Fig. 1: clock nets
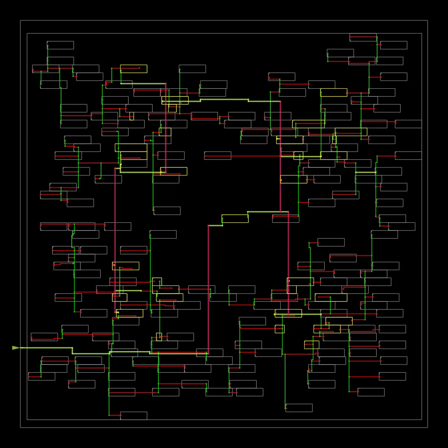
Fig. 2: cells coloured by class
Scale: 3 px per um.
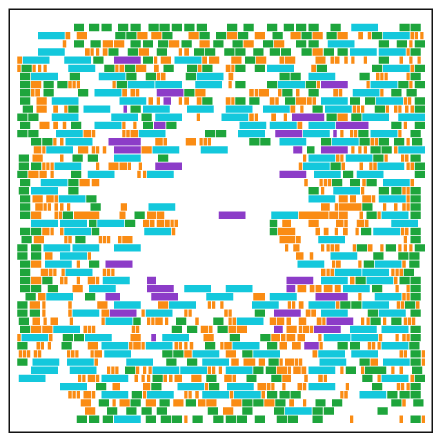
Fig. 3: drive-strength map
Scale: 2 px per um.
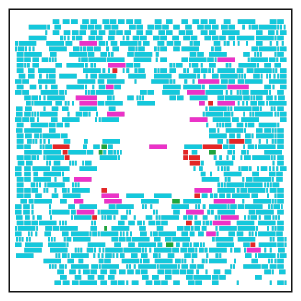
### src/rtl/interrupt_handler.sv
`default_nettype none
// ============================================================================
// interrupt_handler : prioritised cause capture, trap sequencing and special
// registers. Optional sticky pending causes with macro INT_PEND_EN. Rev 1.0
// ============================================================================
module interrupt_handler #(
  parameter int NCAUSE = 23,
  parameter int NINT   = 7,
  parameter int NREP   = 6,
  parameter int W      = 32
) (
  input  logic              clk,
  input  logic              reset,
  input  logic [NCAUSE-1:0] ca,
  input  logic              ue,
  input  logic [W-1:0]      pc,
  input  logic [W-1:0]      next_pc,
  input  logic [W-1:0]      ea,
  input  logic              eret,
  input  logic              sr_we,
  input  logic [W-1:0]      sr_wdata,
  output logic              jisr,
  output logic [4:0]        il,
  output logic [W-1:0]      sr,
  output logic [W-1:0]      esr,
  output logic [W-1:0]      eca,
  output logic [W-1:0]      epc,
  output logic [W-1:0]      edata,
  output logic              mode,
  output logic              fatal
);

  localparam logic [1:0] ST_RUN     = 2'd0;
  localparam logic [1:0] ST_TRAP    = 2'd1;
  localparam logic [1:0] ST_HANDLER = 2'd2;
  localparam logic [1:0] ST_HALT    = 2'd3;

  localparam logic [NCAUSE-1:0] INT_MASK = {{(NCAUSE-NINT){1'b0}}, {NINT{1'b1}}};

  logic [1:0]        state_q, state_d;
  logic [W-1:0]      sr_q, sr_d, esr_q, esr_d, eca_q, eca_d;
  logic [W-1:0]      epc_q, epc_d, edata_q, edata_d;
  logic [4:0]        il_q, il_d;
  logic              mode_q, mode_d, msv_q, msv_d;
  logic [NCAUSE-1:0] seen_w, mca_w, enable_w;
  logic [4:0]        lo_w;
  logic              take_w, fault_w, wr_w;

  assign enable_w = {sr_q[NCAUSE-1:NINT], {NINT{1'b1}}};

`ifdef INT_PEND_EN
  logic [NCAUSE-1:0] pend_q, pend_d;

  assign seen_w = ca | pend_q;

  // Only maskable causes are remembered; a bit leaves only when it is reported in eca.
  always_comb begin
    pend_d = (pend_q | (ca & ~INT_MASK)) & ~(take_w ? mca_w : '0);
  end

  always_ff @(posedge clk or posedge reset) begin
    if (reset) pend_q <= '0;
    else       pend_q <= pend_d;
  end
`else
  assign seen_w = ca;
`endif

  assign mca_w   = seen_w & enable_w;
  assign take_w  = (state_q == ST_RUN) && ue && (|mca_w);
  assign fault_w = ue && (|ca[NINT-1:0]);
  assign wr_w    = ue && sr_we && !mode_q && !fault_w && (state_q != ST_HALT);

  always_comb begin
    lo_w = '0;
    for (int i = NCAUSE - 1; i >= 0; i--) begin
      if (mca_w[i]) lo_w = 5'(i);
    end
  end

  always_ff @(posedge clk or posedge reset) begin
    if (reset) state_q <= ST_RUN;
    else       state_q <= state_d;
  end

  always_comb begin
    state_d = state_q;
    case (state_q)
      ST_RUN:     if (take_w) state_d = ST_TRAP;
      ST_TRAP:    state_d = ST_HANDLER;
      ST_HANDLER: begin
        if (fault_w)        state_d = ST_HALT;
        else if (ue && eret) state_d = ST_RUN;
      end
      default:    state_d = ST_HALT;
    endcase
  end

  always_comb begin
    jisr  = (state_q == ST_TRAP);
    fatal = (state_q == ST_HALT);
  end

  always_comb begin
    sr_d    = sr_q;
    esr_d   = esr_q;
    eca_d   = eca_q;
    epc_d   = epc_q;
    edata_d = edata_q;
    il_d    = il_q;
    mode_d  = mode_q;
    msv_d   = msv_q;
    if (take_w) begin
      eca_d              = '0;
      eca_d[NCAUSE-1:0]  = mca_w;
      il_d               = lo_w;
      esr_d              = sr_q;
      sr_d               = '0;
      msv_d              = mode_q;
      mode_d             = 1'b0;
      edata_d            = ea;
      // Repeat-type causes re-execute the faulting instruction.
      epc_d              = (int'(lo_w) < NREP) ? pc : next_pc;
    end else if ((state_q == ST_HANDLER) && ue && eret && !fault_w) begin
      sr_d   = esr_q;
      mode_d = msv_q;
    end else if (wr_w) begin
      sr_d = sr_wdata;
    end
  end

  always_ff @(posedge clk or posedge reset) begin
    if (reset) begin
      sr_q    <= '0;
      esr_q   <= '0;
      eca_q   <= '0;
      epc_q   <= '0;
      edata_q <= '0;
      il_q    <= '0;
      mode_q  <= 1'b0;
      msv_q   <= 1'b0;
    end else begin
      sr_q    <= sr_d;
      esr_q   <= esr_d;
      eca_q   <= eca_d;
      epc_q   <= epc_d;
      edata_q <= edata_d;
      il_q    <= il_d;
      mode_q  <= mode_d;
      msv_q   <= msv_d;
    end
  end

  assign sr    = sr_q;
  assign esr   = esr_q;
  assign eca   = eca_q;
  assign epc   = epc_q;
  assign edata = edata_q;
  assign il    = il_q;
  assign mode  = mode_q;

endmodule
`default_nettype wire

### config.mk
export PLATFORM = sky130hd
export DESIGN_NAME = interrupt_handler
export DESIGN_NICKNAME = d
export VERILOG_FILES = /design/src/rtl/interrupt_handler.sv
export SDC_FILE = /design/constraint.sdc
export NUM_CORES = 1
export LEC_CHECK = 0
export ABC_AREA = 0
export CAP_MARGIN = 0
export CORE_MARGIN = 2
export CORE_UTILIZATION = 38
export CTS_CLUSTER_SIZE = 40
export DETAILED_ROUTE_END_ITERATION = 8
export GPL_ROUTABILITY_DRIVEN = 0
export PLACE_DENSITY = 0.77
export SYNTH_ARGS = -nofsm -noshare
export SYNTH_HDL_FRONTEND = slang
export SYNTH_SLANG_ARGS = --single-unit
### constraint.sdc
create_clock -name clk -period 5.1 [get_ports clk]
set_input_delay 1.02 -clock clk [delete_from_list [all_inputs] [get_ports clk]]
set_output_delay 1.02 -clock clk [all_outputs]
set_load 0.03 [all_outputs]
==> flow_summary_export.csv <==
group,metric,value,unit
status,outcome,"completed",
worst_setup_path,crit_slowest_cell,"a21o_4",
place,io_buffers,314,
worst_setup_path,path_depth,6,
cts,postCtsSetupBuffers,0,
detailed_routing,via_per_inst,4.87,
detailed_routing,drt-total-wl,21200,um
logic_synthesis,ys_warn_count,0,
cts,clock_latency,420,ps
detailed_routing,wl_per_cell,16.7,um
final_timing,tns,0,ps
logic_synthesis,yosysCellCount,737,
logic_synthesis,synthArstFlopShare,1.00,
final_timing,final_hold_viol_count,0,
run,cap_violations,0,
pwr,p_leak,5.11,nW
cts,cts.path.max_buffers,2,
final_timing,max_freq,277,MHz
detailed_routing,met1_length,8990,um
final_timing,tightest_slew,1090,ps
hold_path,min_path_cells,2,
detailed_routing,dr_wl_met3,1770,um
cells_and_area,combGateArea,2850,um2
worst_setup_path,cp.required,5350,ps
detailed_routing,drt_pass1_iterations,7,
worst_setup_path,rr_endpoint,"eca[15]$_DFFE_PP0P_",
detailed_routing,ant_nets,0,
pwr,vdd_drop_max,0.217,mV
detailed_routing,drtIter0Drc,344,
worst_setup_path,cpPeakStageDelay,880,ps
logic_synthesis,ys.flops,160,
worst_setup_path,r2r_cells,5,
run,tool_warnings,30,
worst_setup_path,critical_path.max_fanout,106,
cts,clock-sinks,160,
final_timing,slew_headroom,0.273,
pwr,power.density,315,nW/um2
logic_synthesis,syn_area,7080,um2
worst_setup_path,worst-path-buf-inv,1,
logic_synthesis,ys.flop_type,"dfrtp_1",
hold_path,hp-start,"edata[16]$_DFFE_PP0P_",
place,hpwl,15100,um
logic_synthesis,synth.distinct_cells,42,
worst_setup_path,start_kind,"input pin",
logic_synthesis,most_common_cell,"nand2_1",
cts,cts_tree,"done",
die,die_area,19700,um2
detailed_routing,vias,6204,
final_timing,post-route-period-util,0.708,
global_route,grt_pass1_wl,32800,um
hold_path,min_to,"edata[16]$_DFFE_PP0P_",
worst_setup_path,critPathCapture,"eca[15]$_DFFE_PP0P_",
logic_synthesis,avgSynthCellArea,9.60,um2
worst_setup_path,crit_family,"AND-OR/OR-AND gates",
cts,htree_levels,4,
final_timing,setup_viol,0,
cells_and_area,flop_area,4000,um2
detailed_routing,drcViolationCount,0,
cells_and_area,fill_cells,1529,
final_timing,period_needed,3610,ps
die,die_w,140,um
global_route,grt_max_degree,161,
logic_synthesis,edf_count,0,
logic_synthesis,seq_area_frac_synth,0.566,
cts,root_buffer,"clkbuf_16",
die,die_h,140,um
worst_setup_path,critPathLaunch,"ca[8]",
cts,ctsResizeCount,0,
cells_and_area,n_antenna_cell,0,
logic_synthesis,top_area_frac,0.566,
cts,ctsHoldBuffers,0,
cells_and_area,area_growth,55.4,%
die,pin_count,324,
cells_and_area,layout-drive-gt1-share,0.0459,
global_route,grt_usage,0.212,
worst_setup_path,r2r_start,"sr[11]$_DFFE_PP0P_",
worst_setup_path,path_cells,"clkdlybuf4s50_1, a22o_1, nor4b_1, nor2b_1, a21o_4, o21ai_0",
logic_synthesis,yosys-stat-area,7080,um2
cts,clk_pin_slew,60,ps
pwr,power,3.47,mW
hold_path,hp-class,"reg -> reg",
global_route,grt_pass1_vias,6115,
About Fig. 1:
clk_buf instances: 21
Max Clock Skew: 12.0 ps

About Fig. 2:
Key: all other logic = orange [cells 532]; flip-flops = cyan [cells 160]; other buffers and delay cells = green [cells 321]; clock drivers and dummy loads = purple [cells 32]
core box area: 18,100 um2
sequential cell area share: 0.364
Design Area, Final: 11,000 um2

About Fig. 3:
Key: drive 2 = green [cells 6, share 0.57%, most used mux2_2]; drive 3 to 4 = red [cells 16, share 1.5%, most used buf_4]; drive 1 or less = cyan [cells 997, share 95%, most used clkdlybuf4s50_1]; drive 6 and up = magenta [cells 26, share 2.5%, most used clkbuf_16]
Setup WS post-layout: 1490 ps
Non-Clock Buffer Count: 321

==> area by class of cell <==
| cell class | count | share of cell area |
|---|---|---|
| inverters | 1 | 0.000683 |
| well taps | 229 | 0.0261 |
| clock inverters | 11 | 0.0163 |
| flip-flops and latches | 160 | 0.364 |
| repair buffers | 321 | 0.292 |
| clock buffers | 21 | 0.0419 |
| multi-input cells | 531 | 0.259 |
==> cells by family (layout without fill, tap and decap cells) <==
kind of cell,Yosys count,after routing,share of synthesized area
flip-flops,160,160,0.566
buffers and inverters,54,354,0.0400
AND-OR/OR-AND,111,111,0.104
multiplexers,67,67,0.0951
other,1,9,0.000530
AND/OR/NAND/NOR,344,344,0.195
==> power breakdown <==
group | total [mW] | internal (mW) | switching [mW]
Clock | 1.38 | 0.853 | 0.528
Sequential | 1.42 | 1.36 | 0.0534
Combinational | 0.671 | 0.313 | 0.357
==> through the flow <==
| stage | hold slack (ps) | cells | util | setup WS [ps] |
|---|---|---|---|---|
| 2_1_floorplan | 446 | 745 | - | 2050 |
| 3_3_place_gp | 457 | 1242 | 0.571 | 1120 |
| 3_5_place_dp | 461 | 1242 | 0.571 | 1060 |
| 4_1_cts | 476 | 1274 | 0.606 | 1490 |
| 5_1_grt | 485 | 1274 | 0.606 | 1190 |
| 6_report | 472 | 1274 | 0.606 | 1490 |
==> metal layers <==
| metal | up-vias | global-route usage |
|---|---|---|
| met4 | 0 | 0.0768 |
| li1 | 3040 | - |
| met3 | 39 | 0.0684 |
| met5 | - | 0 |
| met2 | 253 | 0.344 |
| met1 | 2872 | 0.267 |
==> worst min-delay path, stage by stage (launching register included) <==
cell and delay (ps):
dfrtp_1 340, nand2_1 50, nand2_1 50
Power and IR drop assume default switching activity.
